--- src/rtl/dbb_burst_scheduler.sv ---
// dbb_burst_scheduler
// Serialises NVDLA DBB AXI read and write bursts onto one axi2mem bridge. Only one burst
// is in flight at a time. Reads and writes are granted round-robin. The block gates
// handshakes only. Address, id, data, strobe and response wires bypass it in the parent.
// It also checks each burst's beat count against last and counts completed bursts.
//
// Ports
//   clk, rst                      clock, synchronous active-high reset
//   ar_*/aw_* _valid_i,_len_i      DBB address request      -> ar/aw_ready_o back to DBB
//   ar_*/aw_* _valid_o,_ready_i    axi2mem address channel
//   w_valid_i, w_last_i, w_ready_o DBB write data           <-> w_valid_o, w_ready_i axi2mem
//   r_valid_i, r_last_i, r_ready_o axi2mem read data        <-> r_valid_o, r_ready_i DBB
//   b_valid_i, b_ready_o           axi2mem write response   <-> b_valid_o, b_ready_i DBB
//   busy_o                         a burst is being arbitrated or is in flight
//   len_err_o, clr_err_i           sticky last/beat-count mismatch flag and its clear
//   rd_cnt_o, wr_cnt_o             completed read and write bursts, wrapping
module dbb_burst_scheduler #(
    parameter int unsigned LEN_WIDTH = 4,
    parameter int unsigned CNT_WIDTH = 16,
    parameter bit          RD_FIRST  = 1'b1
) (
    input  logic                 clk,
    input  logic                 rst,
    input  logic                 ar_valid_i,
    input  logic [LEN_WIDTH-1:0] ar_len_i,
    output logic                 ar_ready_o,
    output logic                 ar_valid_o,
    input  logic                 ar_ready_i,
    input  logic                 aw_valid_i,
    input  logic [LEN_WIDTH-1:0] aw_len_i,
    output logic                 aw_ready_o,
    output logic                 aw_valid_o,
    input  logic                 aw_ready_i,
    input  logic                 w_valid_i,
    input  logic                 w_last_i,
    output logic                 w_ready_o,
    output logic                 w_valid_o,
    input  logic                 w_ready_i,
    input  logic                 r_valid_i,
    input  logic                 r_last_i,
    output logic                 r_valid_o,
    input  logic                 r_ready_i,
    output logic                 r_ready_o,
    input  logic                 b_valid_i,
    output logic                 b_valid_o,
    input  logic                 b_ready_i,
    output logic                 b_ready_o,
    output logic                 busy_o,
    output logic                 len_err_o,
    input  logic                 clr_err_i,
    output logic [CNT_WIDTH-1:0] rd_cnt_o,
    output logic [CNT_WIDTH-1:0] wr_cnt_o
);

    typedef enum logic [2:0] {StIdle, StAr, StRd, StAw, StWd, StWb} state_e;

    // Beat counter saturates at 2^LEN_WIDTH, one past the largest legal beat index.
    localparam logic [LEN_WIDTH:0] BeatMax = {1'b1, {LEN_WIDTH{1'b0}}};

    state_e                 state_q, state_d;
    logic                   prio_rd_q, prio_rd_d;
    logic [LEN_WIDTH-1:0]   len_q, len_d;
    logic [LEN_WIDTH:0]     beat_q, beat_d;
    logic                   err_q, err_d;
    logic [CNT_WIDTH-1:0]   rd_cnt_q, rd_cnt_d, wr_cnt_q, wr_cnt_d;
    logic                   data_hs, data_last, err_set;

    always_comb begin
        state_d    = state_q;
        prio_rd_d  = prio_rd_q;
        len_d      = len_q;
        beat_d     = beat_q;
        rd_cnt_d   = rd_cnt_q;
        wr_cnt_d   = wr_cnt_q;
        data_hs    = 1'b0;
        data_last  = 1'b0;
        err_set    = 1'b0;
        ar_valid_o = 1'b0;
        ar_ready_o = 1'b0;
        aw_valid_o = 1'b0;
        aw_ready_o = 1'b0;
        w_valid_o  = 1'b0;
        w_ready_o  = 1'b0;
        r_valid_o  = 1'b0;
        r_ready_o  = 1'b0;
        b_valid_o  = 1'b0;
        b_ready_o  = 1'b0;

        unique case (state_q)
            StIdle: begin
                // Grant is decided here; the granted channel opens next cycle.
                if (ar_valid_i && (!aw_valid_i || prio_rd_q)) begin
                    state_d   = StAr;
                    len_d     = ar_len_i;
                    prio_rd_d = 1'b0;
                end else if (aw_valid_i) begin
                    state_d   = StAw;
                    len_d     = aw_len_i;
                    prio_rd_d = 1'b1;
                end
            end
            StAr: begin
                ar_valid_o = ar_valid_i;
                ar_ready_o = ar_ready_i;
                if (ar_valid_i && ar_ready_i) begin
                    state_d = StRd;
                    beat_d  = '0;
                end
            end
            StRd: begin
                r_valid_o = r_valid_i;
                r_ready_o = r_ready_i;
                if (r_valid_i && r_ready_i) begin
                    data_hs   = 1'b1;
                    data_last = r_last_i;
                    if (r_last_i) begin
                        state_d  = StIdle;
                        rd_cnt_d = rd_cnt_q + 1'b1;
                    end
                end
            end
            StAw: begin
                aw_valid_o = aw_valid_i;
                aw_ready_o = aw_ready_i;
                if (aw_valid_i && aw_ready_i) begin
                    state_d = StWd;
                    beat_d  = '0;
                end
            end
            StWd: begin
                w_valid_o = w_valid_i;
                w_ready_o = w_ready_i;
                if (w_valid_i && w_ready_i) begin
                    data_hs   = 1'b1;
                    data_last = w_last_i;
                    if (w_last_i) state_d = StWb;
                end
            end
            StWb: begin
                b_valid_o = b_valid_i;
                b_ready_o = b_ready_i;
                if (b_valid_i && b_ready_i) begin
                    state_d  = StIdle;
                    wr_cnt_d = wr_cnt_q + 1'b1;
                end
            end
            default: state_d = StIdle;
        endcase

        // Error when last arrives early/late or is missing on the final beat; the burst is
        // neither cut short nor stretched, it simply follows last.
        if (data_hs) begin
            if (beat_q != BeatMax) beat_d = beat_q + 1'b1;
            if (data_last != (beat_q == {1'b0, len_q})) err_set = 1'b1;
        end

        err_d = err_set ? 1'b1 : (clr_err_i ? 1'b0 : err_q);

        // Keep every gate shut while reset is held, not just from the following cycle.
        if (rst) begin
            ar_valid_o = 1'b0;
            ar_ready_o = 1'b0;
            aw_valid_o = 1'b0;
            aw_ready_o = 1'b0;
            w_valid_o  = 1'b0;
            w_ready_o  = 1'b0;
            r_valid_o  = 1'b0;
            r_ready_o  = 1'b0;
            b_valid_o  = 1'b0;
            b_ready_o  = 1'b0;
        end
    end

    always_ff @(posedge clk) begin
        if (rst) begin
            state_q   <= StIdle;
            prio_rd_q <= RD_FIRST;
            len_q     <= '0;
            beat_q    <= '0;
            err_q     <= 1'b0;
            rd_cnt_q  <= '0;
            wr_cnt_q  <= '0;
        end else begin
            state_q   <= state_d;
            prio_rd_q <= prio_rd_d;
            len_q     <= len_d;
            beat_q    <= beat_d;
            err_q     <= err_d;
            rd_cnt_q  <= rd_cnt_d;
            wr_cnt_q  <= wr_cnt_d;
        end
    end

    assign busy_o    = (state_q != StIdle);
    assign len_err_o = err_q;
    assign rd_cnt_o  = rd_cnt_q;
    assign wr_cnt_o  = wr_cnt_q;

endmodule

--- config.mk ---
export PLATFORM = sky130hd
export DESIGN_NAME = dbb_burst_scheduler
export DESIGN_NICKNAME = d
export VERILOG_FILES = /design/src/rtl/dbb_burst_scheduler.sv
export SDC_FILE = /design/constraint.sdc
export NUM_CORES = 1
export LEC_CHECK = 0
export CORE_MARGIN = 2
export CORE_UTILIZATION = 48
export CTS_CLUSTER_DIAMETER = 120
export DETAILED_ROUTE_END_ITERATION = 10
export PLACE_DENSITY = 0.8
export SYNTH_ARGS = -nofsm -noshare
export SYNTH_HDL_FRONTEND = slang
export SYNTH_SLANG_ARGS = --single-unit
--- constraint.sdc ---
create_clock -name clk -period 2.6 [get_ports clk]
set_clock_uncertainty 0.1 [all_clocks]
set_input_delay 0.52 -clock clk [delete_from_list [all_inputs] [get_ports clk]]
set_output_delay 0.52 -clock clk [all_outputs]
set_load 0.01 [all_outputs]
==> flow_summary.json, run 1 <==
{
  "start_kind": "flip-flop",
  "dp_worst_setup_slack_ps": 15.3,
  "yosys.area.top_type": "dfxtp_1",
  "syn_to_final_growth_pct": 35.6,
  "powerComb_uw": 491,
  "yosysChipArea_mm2": 0.00248,
  "drt_iter0_markers": 180,
  "design_power_total_mw": 1.97,
  "ant_nets": 0,
  "gp_routability_congestion": 0.838,
  "hold_buffers": 0,
  "tightest_slew_ps": 524,
  "syn-cell-area_mm2": 0.00248,
  "edf_count": 0,
  "p_per_area_mw_per_mm2": 585,
  "grt_max_degree": 51,
  "internal-power_mw": 1.40,
  "synth_top_flop_cell": "dfxtp_1",
  "r2r-end": "rd_cnt_o[14]$_SDFFE_PP0N_",
  "n_antenna_cell": 0,
  "grt_pass1_vias": 2171,
  "cp.arrival_ps": 1850,
  "yosys_warnings": 0,
  "crit_path_end": "busy_o",
  "floorplan.nets": 326,
  "async_flop_share_pct": 0,
  "p_leak_nw": 1.12,
  "outcome": "finished, final reports clean",
  "finalWorstSetupSlack_ps": 129,
  "syn_inst": 299
}
## run 1: worst min-delay path by stage
| stage | from | to | depth (start not counted) |
|---|---|---|---|
| after global placement | rd_cnt_o[15]$_SDFFE_PP0N_ | rd_cnt_o[15]$_SDFFE_PP0N_ | 2 |
| final | rd_cnt_o[15]$_SDFFE_PP0N_ | rd_cnt_o[15]$_SDFFE_PP0N_ | 2 |
| after CTS | rd_cnt_o[15]$_SDFFE_PP0N_ | rd_cnt_o[15]$_SDFFE_PP0N_ | 2 |
| after floorplan | prio_rd_q$_SDFFE_PP1P_ | prio_rd_q$_SDFFE_PP1P_ | 2 |
| after global routing | wr_cnt_o[14]$_SDFFE_PP0P_ | wr_cnt_o[14]$_SDFFE_PP0P_ | 2 |
| after detailed placement | rd_cnt_o[15]$_SDFFE_PP0N_ | rd_cnt_o[15]$_SDFFE_PP0N_ | 2 |
## run 1: sequential cells by signal, summed over array words and instances (netlist names)
| name | count |
|---|---|
| rd_cnt_o | 16 |
| wr_cnt_o | 16 |
| beat_q | 5 |
| len_q | 4 |
| state_q | 3 |
| len_err_o | 1 |
| prio_rd_q | 1 |
## run 1: critical path, cell delays in order (launching register included)
cell and delay [ps]:
dfxtp_1 400, buf_4 200, or3_1 430, clkdlybuf4s50_1 520
## run 1: area by class of cell
class / instances / area, um2 / area share, %
multi-input combinational: 221 / 1410 / 42.1
sequential: 46 / 922 / 27.4
timing repair buffer: 78 / 746 / 22.2
tap: 70 / 87.6 / 2.61
clock buffer: 6 / 82.6 / 2.46
clock inverter: 2 / 60.1 / 1.79
inverter: 13 / 48.8 / 1.45
## run 1: what timing repair did
item                                    in CTS  in global routing
resized                                      0                  1
setup buffers                                0                  1
endpoints found under the setup margin       0                  6
endpoints found under the hold margin        0                  0
## run 1: cell usage in the layout, fill, tap and decap left out, types with 4 or more instances in the layout
| cell type | instances |
|---|---|
| and4_1 | 4 |
| ha_1 | 4 |
| nand4_1 | 5 |
| clkdlybuf4s50_1 | 65 |
| dfxtp_1 | 45 |
| or3_1 | 12 |
| nand2_1 | 16 |
| mux2i_1 | 4 |
| o21ai_0 | 10 |
| xnor2_1 | 18 |
| nand3_1 | 15 |
| nor2_1 | 28 |
| a211oi_1 | 8 |
| o31ai_1 | 10 |
| clkbuf_8 | 6 |
| and3_1 | 8 |
| inv_1 | 13 |
| buf_4 | 12 |
| nor4_1 | 7 |
| or4_1 | 11 |
| a21oi_1 | 22 |
## run 1: kinds of logic (layout without fill, tap and decap cells)
family,count (synthesis),in the layout,share of synthesized area (%)
adder cells (fa/ha/maj),4,4,2.02
AND-OR/OR-AND,64,64,16.9
multiplexers,4,4,1.62
AND/OR/NAND/NOR,130,130,29.8
buffers and inverters,32,99,5.81
XOR/XNOR,19,19,6.71
flip-flops,46,46,37.2
## run 1: layer usage
metal / routed length, um / GRT usage, % / part of all wire [%] / vias to the layer above
met3: 325 / 5.16 / 5.4 / 5
met4: 42 / 4.48 / 0.69 / 0
li1: - / - / - / 1235
met2: 2850 / 36.9 / 47 / 81
met1: 2830 / 30.2 / 47 / 1131
met5: 0 / 0 / 0 / -
Figure 1. Clock distribution (run 1).
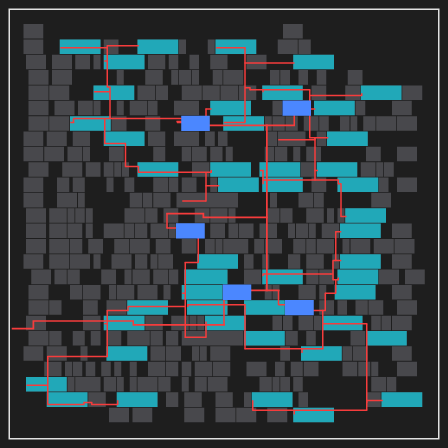
legend:
  blue:
    item: clock-net drivers
    count: 5
  cyan:
    item: flip-flops
    count: 46
  red:
    item: clock wires
    length: 547 um
routed clock nets: 6
clk latency late pin: 310 ps
Clk. pwr: 663 uW

Figure 2. Cell sizes after repair (run 1).
The bar under the picture is 20 um long.
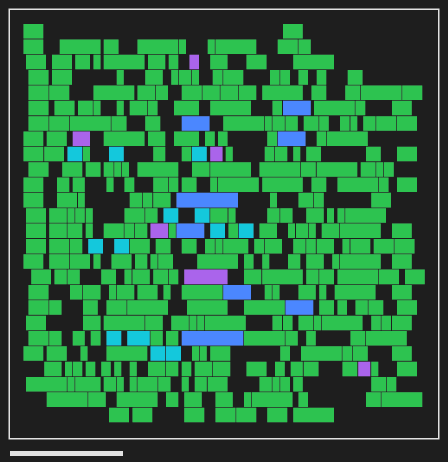
legend:
  cyan:
    size: x3 and x4
    cells: 13
    most_used: buf_4
  purple:
    size: x2
    cells: 6
  green:
    size: x1 and smaller
    cells: 339
    most_used: clkdlybuf4s50_1
  blue:
    size: x6 and larger
    cells: 8
    most_used: clkbuf_8

Figure 3. Cell placement (run 1).
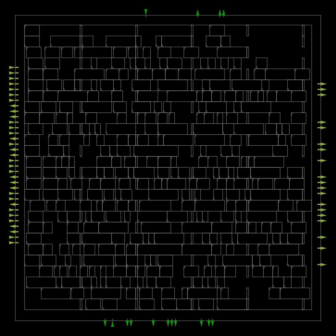
core area: 0.00504 mm2
Seq/total area: 27.4%
Layout Utilization: 66.7%
Finished Layout Cells: 436
registers: 46

==> run 1 -> run 2 <==
--- a/config.mk
+++ b/config.mk
@@ -5,7 +5,7 @@
 export SDC_FILE = /design/constraint.sdc
 export NUM_CORES = 1
 export LEC_CHECK = 0
-export CORE_MARGIN = 2
+export ABC_AREA = 0
 export CORE_UTILIZATION = 48
 export CTS_CLUSTER_DIAMETER = 120
 export DETAILED_ROUTE_END_ITERATION = 10
==> flow_summary.json, run 2 <==
{
  "p_per_area_mw_per_mm2": 548,
  "ant_nets": 0,
  "synth_top_flop_cell": "dfxtp_1",
  "drt_iter0_markers": 160,
  "gp_routability_congestion": 0.909,
  "tightest_slew_ps": 512,
  "overflow": 0,
  "start_kind": "input pin",
  "n_antenna_cell": 0,
  "syn_to_final_growth_pct": 34.4,
  "syn_inst": 299,
  "lay_top_count": "clkdlybuf4s50_1",
  "seq_area_um2": 923,
  "cp.arrival_ps": 1910,
  "core_area_mm2": 0.00485,
  "grt_pass1_vias": 2208,
  "async_flop_share_pct": 0,
  "floorplan.nets": 326,
  "grt_max_degree": 51,
  "outcome": "finished, final reports clean",
  "h-tree-depth": 2,
  "logic_area_mm2": 0.00142,
  "edf_count": 0,
  "cts_setup_buffers": 0,
  "stdcell_count": 433,
  "p_leak_nw": 1.10,
  "yosys_warnings": 0,
  "whs_path_depth": 2,
  "worstPathMaxFanout": 5,
  "syn-cell-area_mm2": 0.00248
}
[run 2: cell types whose count changed in the layout (fill, tap and decap cells not counted)]
cell	change
nor3_2	+1
clkinvlp_4	+1
clkbuf_1	+1
dfxtp_1	-1
dfxtp_2	+1
clkbuf_8	-1
bufinv_16	-1
nor3_1	-1
[run 2: critical path, stage by stage]
cell,delay (ps)
clkdlybuf4s50_1,480
nand3b_1,190
nor3_2,160
clkdlybuf4s50_1,550
[run 2: final timing paths]
path | from | endpoint | slack, ps
max reg2reg | state_q[0]$_SDFFE_PP0P_ | rd_cnt_o[14]$_SDFFE_PP0N_ | 360
max | b_valid_i | b_valid_o | 70
min reg2reg | rd_cnt_o[15]$_SDFFE_PP0N_ | rd_cnt_o[15]$_SDFFE_PP0N_ | 380
min | rd_cnt_o[15]$_SDFFE_PP0N_ | rd_cnt_o[15]$_SDFFE_PP0N_ | 380
[run 2: layer usage]
metal  part of all wire (%)  GRT usage, %  up-vias
li1                       -             -     1231
met1                     48          29.8     1119
met2                     47          36.8       78
met3                    5.1          5.35        2
met4                   0.41          6.41        0
met5                      0             0        -
[run 2: per-stage QoR]
stage,hold slack (ps),utilization [%],worst slack (ps),power [mW],cell area (um2)
floorplan,358,-,426,1.15,2480
global placement,359,66.3,33.5,1.30,3210
detailed placement,377,66.3,-4.60,1.31,3210
CTS,389,68.5,17.6,1.83,3320
global route,425,68.7,-53.8,1.93,3330
finish,384,68.7,71.2,1.82,3330
[run 2: logic make-up (layout without fill, tap and decap cells)]
| logic type | after synthesis | count (layout) | share of synthesized area [%] |
|---|---|---|---|
| compound gates | 64 | 64 | 16.9 |
| fa+ha+maj | 4 | 4 | 2.02 |
| flops | 46 | 46 | 37.2 |
| xor+xnor | 19 | 19 | 6.71 |
| simple gates | 130 | 130 | 29.8 |
| buf+inv | 32 | 99 | 5.81 |
| mux | 4 | 4 | 1.62 |
[run 2: area by class of cell]
class / instances / share of cell area, %
inverter: 13 / 1.47
multi-input combinational: 221 / 42.6
timing repair buffer: 78 / 22.4
clock buffer: 6 / 2.18
tap: 67 / 2.52
clock inverter: 2 / 1.13
sequential: 46 / 27.7
[run 2: power breakdown]
part | switching [mW] | leakage [nW] | internal [mW]
clock | 0.238 | 0.0514 | 0.287
combinational | 0.259 | 0.679 | 0.237
sequential | 0.0491 | 0.373 | 0.754
[run 2: repair_timing]
action                                  in CTS  in global routing
endpoints found under the setup margin       0                  7
hold buffers                                 0                  0
gates resized                                0                  3
Figure 4. Cell placement (run 2).
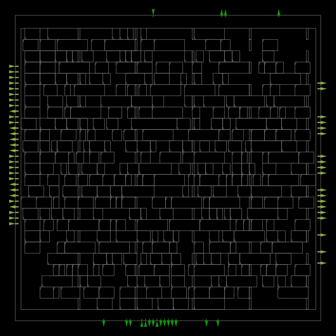
Row Count: 25
Seq/total area: 27.7%
Layout Utilization: 68.7%

Figure 5. Clock distribution (run 2).
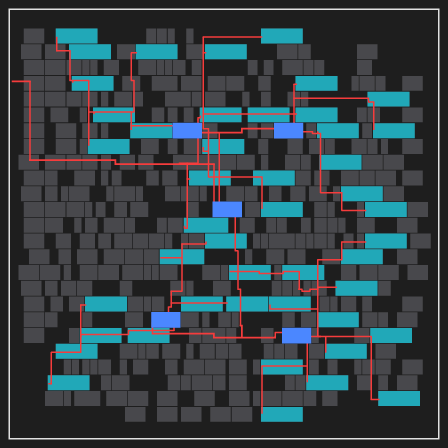
legend:
  blue:
    item: clock-net drivers
    count: 5
  red:
    item: clock wires
    length: 526 um
  cyan:
    item: flip-flops
    count: 46
routed clock nets: 6
clk latency late pin: 300 ps
Clk. pwr: 525 uW
Clock power frac: 28.8%

Figure 6. Cell sizes after repair (run 2).
The bar under the picture is 20 um long.
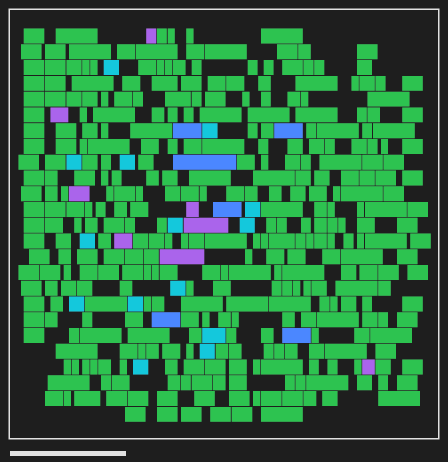
legend:
  cyan:
    size: x3 and x4
    cells: 14
    most_used: buf_4
  purple:
    size: x2
    cells: 8
  green:
    size: x1 and smaller
    cells: 338
    most_used: clkdlybuf4s50_1
  blue:
    size: x6 and larger
    cells: 6
    most_used: clkbuf_8

==> run 2 -> run 3 <==
--- a/config.mk
+++ b/config.mk
@@ -5,8 +5,8 @@
 export SDC_FILE = /design/constraint.sdc
 export NUM_CORES = 1
 export LEC_CHECK = 0
-export ABC_AREA = 0
-export CORE_UTILIZATION = 48
+export ABC_AREA = 1
+export CORE_UTILIZATION = 49
 export CTS_CLUSTER_DIAMETER = 120
 export DETAILED_ROUTE_END_ITERATION = 10
 export PLACE_DENSITY = 0.8
==> flow_summary.json, run 3 <==
{
  "outcome": "finished, final reports clean",
  "p_per_area_mw_per_mm2": 588,
  "mostFrequentLayoutCells": "100 x nand2_1, 67 x nor2_1, 63 x clkdlybuf4s50_1",
  "post_dp_cell_area_mm2": 0.00334,
  "stdcell_area_mm2": 0.00346,
  "synth_top_flop_cell": "dfxtp_1",
  "n_antenna_cell": 0,
  "floorplan.nets": 439,
  "whs_path_depth": 2,
  "r2r-end": "beat_q[1]$_SDFF_PP0_",
  "cp.arrival_ps": 1880,
  "p_leak_nw": 1.50,
  "edf_count": 0,
  "worstHoldStart": "len_q[3]$_SDFFE_PP0P_",
  "dp_worst_setup_slack_ps": 50.7,
  "drt_iter0_markers": 108,
  "yosysChipArea_mm2": 0.00257,
  "hold_slack_ps": 365,
  "seq_area_frac_synth_pct": 35.8,
  "clkTransAtPathRegs_ps": 70,
  "design_power_total_mw": 2.04,
  "overflow": 0,
  "nets": 512,
  "finalWorstSetupSlack_ps": 97.8,
  "syn_to_final_growth_pct": 34.6,
  "syn_inst": 412,
  "yosys_warnings": 0,
  "hold_path.class": "reg -> reg",
  "drive_gt1_share_pct": 7.61,
  "lay_top_count": "nand2_1",
  "finalSetupViolCount": 0,
  "rr_startpoint": "state_q[0]$_SDFFE_PP0P_",
  "drc": 0,
  "crit_required_ps": 1980,
  "yosys.area.top_type": "dfxtp_1",
  "clk-insertion-delay-late_ps": 300,
  "grt_pass1_vias": 2436,
  "syn-cell-area_mm2": 0.00257,
  "reg2reg_slack_ps": 850,
  "start_kind": "input pin",
  "cts_setup_buffers": 0,
  "grt_max_degree": 15,
  "gp_routability_congestion": 0.866,
  "ant_nets": 0,
  "h-tree-depth": 2,
  "async_flop_share_pct": 0,
  "tightest_slew_ps": 347,
  "worstPathMaxFanout": 7,
  "min_to": "len_q[3]$_SDFFE_PP0P_",
  "portBuffers": 66
}
==> run 3: worst max-delay path by stage <==
stage / start / endpoint / slack (ps) / cells past startpoint
after floorplan: rst / b_ready_o / 550 / 6
after global placement: rst / aw_ready_o / 90 / 6
after detailed placement: rst / w_ready_o / 50 / 6
after CTS: state_q[0]$_SDFFE_PP0P_ / ar_valid_o / 10 / 5
after global routing: state_q[2]$_SDFFE_PP0P_ / aw_valid_o / 10 / 6
final: rst / ar_valid_o / 100 / 4
==> run 3: layout make-up <==
cell class	count	area [um2]	share of cell area [%]
multi-input combinational	295	1390	40.0
sequential	46	921	26.6
timing repair buffer	73	721	20.8
inverter	64	240	6.94
tap	70	87.6	2.53
clock buffer	7	76.3	2.20
clock inverter	1	30.0	0.867
==> run 3: repair_timing <==
item | CTS | global route
hold buffers | 0 | 0
endpoints found under the setup margin | 0 | 6
resized | 0 | 6
==> run 3: critical path, stage by stage <==
cell,delay [ps]
clkdlybuf4s50_1,430
buf_4,180
nor3_1,170
clkdlybuf4s50_1,580
==> run 3: cells by family after synthesis <==
logic type | share of synthesized area (%)
buffers and inverters | 10.6
AND/OR/NAND/NOR | 37.9
flip-flops | 35.8
adder cells (fa/ha/maj) | 1.95
XOR/XNOR | 1.02
AND-OR/OR-AND | 12.8
==> run 3: report_power, final <==
part	total (mW)	internal (mW)	switching, mW
sequential	0.832	0.762	0.0699
combinational	0.678	0.268	0.410
clock	0.525	0.288	0.238
total	2.04	1.32	0.717
==> run 3: metal layers <==
metal / GRT usage, % / vias up / wire length (um)
li1: - / 1455 / -
met1: 28.1 / 1287 / 2780
met2: 42.4 / 61 / 3120
met3: 5.56 / 11 / 312
met4: 9.43 / 0 / 106
met5: 0 / - / 0
Figure 7. Cell sizes after repair (run 3).
The bar under the picture is 20 um long.
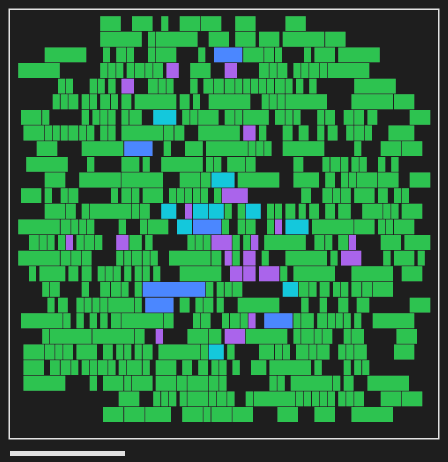
legend:
  green:
    size: x1 and smaller
    cells: 449
    most_used: nand2_1
  cyan:
    size: x3 and x4
    cells: 10
    most_used: buf_4
  blue:
    size: x6 and larger
    cells: 6
    most_used: clkbuf_8
  purple:
    size: x2
    cells: 21
    most_used: inv_2

Figure 8. Sequential cells coloured by netlist name (run 3).
The bar under the picture is 20 um long. Other sequential cells in the stronger grey, the rest of the logic in the fainter grey.
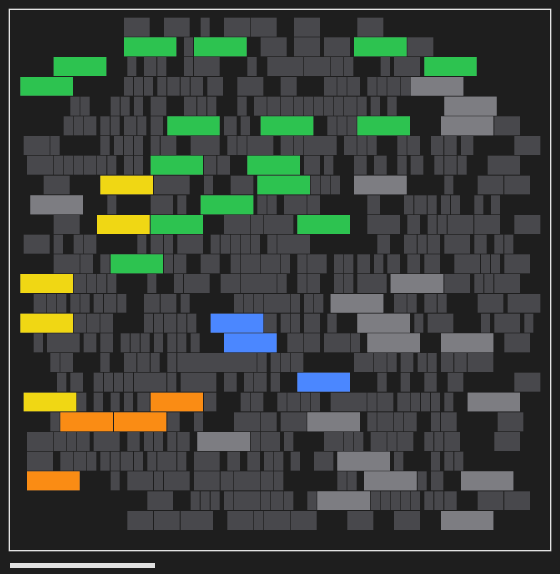
legend:
  yellow:
    netlist_name: beat_q
    flops: 5
    where: west
  orange:
    netlist_name: len_q
    flops: 4
    where: south-west
  green:
    netlist_name: rd_cnt_o
    flops: 16
  blue:
    netlist_name: state_q
    flops: 3
Storage cell area: 921 um2
Seq. pwr: 832 uW
Layout Utilization: 68.2%

Figure 9. Cell placement (run 3).
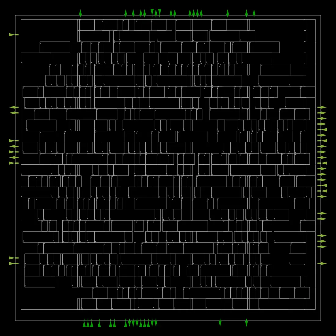
Finished Layout Cells: 556
Fillers: 459
Row Count: 26
core area: 0.00507 mm2

No activity file was given, so power comes from the tool's default toggle rates.
